Design async_sram_controller, sky130hd; sources not shown.
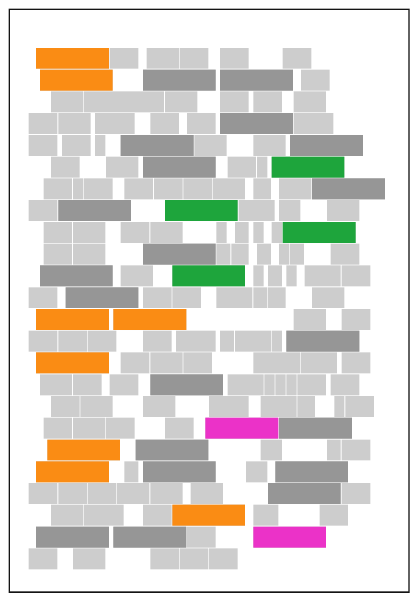
(images/registers.png)
(8 px per µm) Other sequential cells in the stronger gray, the rest of the logic in the fainter gray.
[magenta] state_q | sequential cells: 2
[orange] SramWrData | sequential cells: 8
[green] cnt_q | sequential cells: 4
not colored: 20
power attributed to sequential cells: 0.542 mW
Storage cell area: 851 µm²
fraction of the core area covered by cells at the end of the flow: 0.723
flop share of the area: 0.400

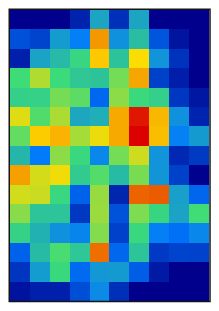
(images/wire_density.png)
(4 px per µm) 10 x 15 tiles, from dark blue (low) to red (high), scaled to the fullest tile. Values are wire area over tile area, all layers added.
densest ninth of the die: west
mean over tiles: 0.14
fullest tile: 0.37
tiles over half the peak: 29%
vias after detailed routing: 999
Total Wirelength: 2.98 mm

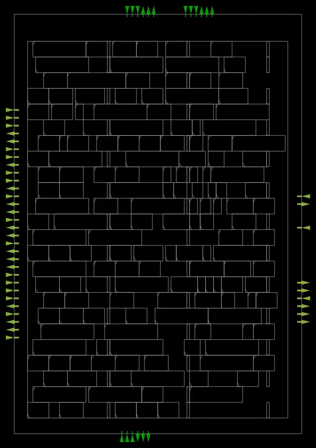
(images/final_placement.png)
area of the core: 2940 µm²
number of placement rows: 24
FFs & Latches: 34

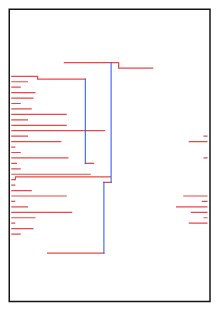
(images/metal_stack.png)
(4 px per µm) Two of the layers only.
[blue] met4 | wire length: 68.7 µm
[red] met3 | wire length: 301 µm
total global routing track utilization: 0.191
average wire length per cell after detail routing: 14.8 µm

==> results.json <==
{
  "antenna_found_initial": 0,
  "vias_in_the_first_global_route": 1152,
  "register_area_share_after_synthesis": 0.601,
  "maxSlewViolCount": 0,
  "post_synth.cell_area_avg_um2": 14.3,
  "drtPass1Iterations": 2,
  "run_status": "finished, final reports clean",
  "aoi_share": 0.0389,
  "synthMuxAreaShare": 0.206,
  "timing.final.crit_share": 0.539,
  "cts.hold.buffers_added": 0,
  "buffers_added_on_ports": 56,
  "vias_per_cell": 4.95,
  "fp.dieArea_um2": 3620,
  "warning_count": 30,
  "drive_gt1_frac": 0.239,
  "tritoncts_clock_tree": "built",
  "worstMarginPinSlew_ns": 0.468,
  "post_cts.resized_instances": 0,
  "p_per_area_nw_per_um2": 796,
  "nNetsFinal": 197,
  "critPathTopFamily": "buffers and inverters",
  "clk-insertion-delay-late_ns": 0.28,
  "htree_num_levels": 2,
  "worst_ir_drop_vdd_uv": 502,
  "dieWidth_um": 49.8,
  "post_route_setup_slack_ns": 1.94,
  "worst_path_largest_cell_delay_ns": 0.69,
  "clk_pin_slew_worst_paths_ns": 0.06,
  "cp.buffers_inverters": 2,
  "insertedDiodeCount": 0,
  "p_total_mw": 1.69,
  "grt-ovfl-total": 0,
  "synth-async-reset-ratio": 1.00,
  "synth_cell_types": 24,
  "number_of_buffers_between_clock_root_and_the_deepest_sink": 2,
  "synthAdderAreaFrac": 0.0531,
  "maxCapViolCount": 0,
  "finalWeightedCongestion": 0.765,
  "reg2reg_slack_ns": 2.42,
  "grt_max_degree": 26,
  "place.detailed.instances": 195,
  "drc": 0,
  "timing.critical_path.cells": "inv_1 > ha_1 > clkdlybuf4s50_1",
  "synth-area-yosys_um2": 1420,
  "power.leakage_nw": 0.920,
  "maxSlewHeadroom": 0.688,
  "rsz0062_at_grt": "no",
  "maximum_net_fanout_on_the_critical_path": 3,
  "prevailing_post_synth_register_cell": "sky130_fd_sc_hd__dfrtp_1",
  "area_growth_pct": 50.4,
  "critical_path_rt_ns": 3.63,
  "synthesis.instances": 99,
  "start_kind": "register",
  "detailedRoute.firstIterationViolations": 10,
  "fp_nets": 133,
  "place_area_um2": 2050,
  "timing.hold.worst.class": "input pin to asynchronous set/reset pin"
}
## cell families (layout without fill, tap and decap cells)
kind of cell | count (synthesis) | in the layout
adder cells (fa/ha/maj) | 6 | 6
multiplexers | 26 | 26
flip-flops | 34 | 34
AND/OR/NAND/NOR | 17 | 17
AND-OR/OR-AND | 8 | 8
buffers and inverters | 8 | 72
## per-layer routing
metal / part of all wire / routed length (µm) / global-route usage
met1: 0.36 / 1080 / 0.183
met2: 0.51 / 1530 / 0.330
met3: 0.10 / 301 / 0.0943
met4: 0.023 / 68 / 0.102
met5: 0 / 0 / 0
## report_power, final
group	total (mW)	switching [mW]	internal, mW
sequential	0.542	0.0691	0.473
combinational	0.932	0.496	0.436
clock	0.220	0.106	0.114
total	1.69	0.671	1.02
## synthesized netlist by cell type (2+ instances only)
library cell	n	share of area
sky130_fd_sc_hd__nor2_1	3	0.0080
sky130_fd_sc_hd__nand2_1	3	0.0080
sky130_fd_sc_hd__buf_2	2	0.0071
sky130_fd_sc_hd__o21ai_0	2	0.0071
sky130_fd_sc_hd__a21oi_1	3	0.011
sky130_fd_sc_hd__inv_1	6	0.016
sky130_fd_sc_hd__ha_1	6	0.053
sky130_fd_sc_hd__mux2_2	25	0.20
sky130_fd_sc_hd__dfrtp_1	34	0.60
## placed cells by master (no fill, tap or decap)
cell	instances
sky130_fd_sc_hd__buf_2	2
sky130_fd_sc_hd__nor3_1	1
sky130_fd_sc_hd__a21oi_4	1
sky130_fd_sc_hd__clkdlybuf4s50_1	56
sky130_fd_sc_hd__or3b_4	1
sky130_fd_sc_hd__o21ai_0	2
sky130_fd_sc_hd__o22ai_1	1
sky130_fd_sc_hd__nand3_1	1
sky130_fd_sc_hd__nand2b_1	1
sky130_fd_sc_hd__buf_16	1
sky130_fd_sc_hd__and2_2	1
sky130_fd_sc_hd__nor3b_2	1
sky130_fd_sc_hd__o211ai_1	1
sky130_fd_sc_hd__mux2_2	25
sky130_fd_sc_hd__nor2b_1	1
sky130_fd_sc_hd__clkbuf_8	5
sky130_fd_sc_hd__dfrtp_1	34
sky130_fd_sc_hd__nand2_2	1
sky130_fd_sc_hd__nor3b_1	1
sky130_fd_sc_hd__mux2i_1	1
sky130_fd_sc_hd__nand2_1	3
sky130_fd_sc_hd__a21oi_1	3
sky130_fd_sc_hd__nor2_1	3
sky130_fd_sc_hd__and3b_1	1
sky130_fd_sc_hd__clkbuf_1	2
sky130_fd_sc_hd__nand3b_2	1
sky130_fd_sc_hd__inv_1	6
sky130_fd_sc_hd__ha_1	6
## worst reg2reg max path, stage by stage, from the launching register on
cell and delay, ns:
sky130_fd_sc_hd__dfrtp_1 0.37, sky130_fd_sc_hd__inv_1 0.09, sky130_fd_sc_hd__ha_1 0.24, sky130_fd_sc_hd__nand2_2 0.18
sky130_fd_sc_hd__buf_2 0.28, sky130_fd_sc_hd__mux2_2 0.36
## layout make-up
| type | instances | area, µm² |
|---|---|---|
| Tap cell | 39 | 48.8 |
| Timing Repair Buffer | 57 | 588 |
| Sequential cell | 34 | 851 |
| Buffer | 2 | 10.0 |
| Clock buffer | 7 | 76.3 |
| Fill cell | 233 | 815 |
| Inverter | 6 | 22.5 |
| Multi-Input combinational cell | 57 | 532 |
Power and IR drop assume default switching activity.
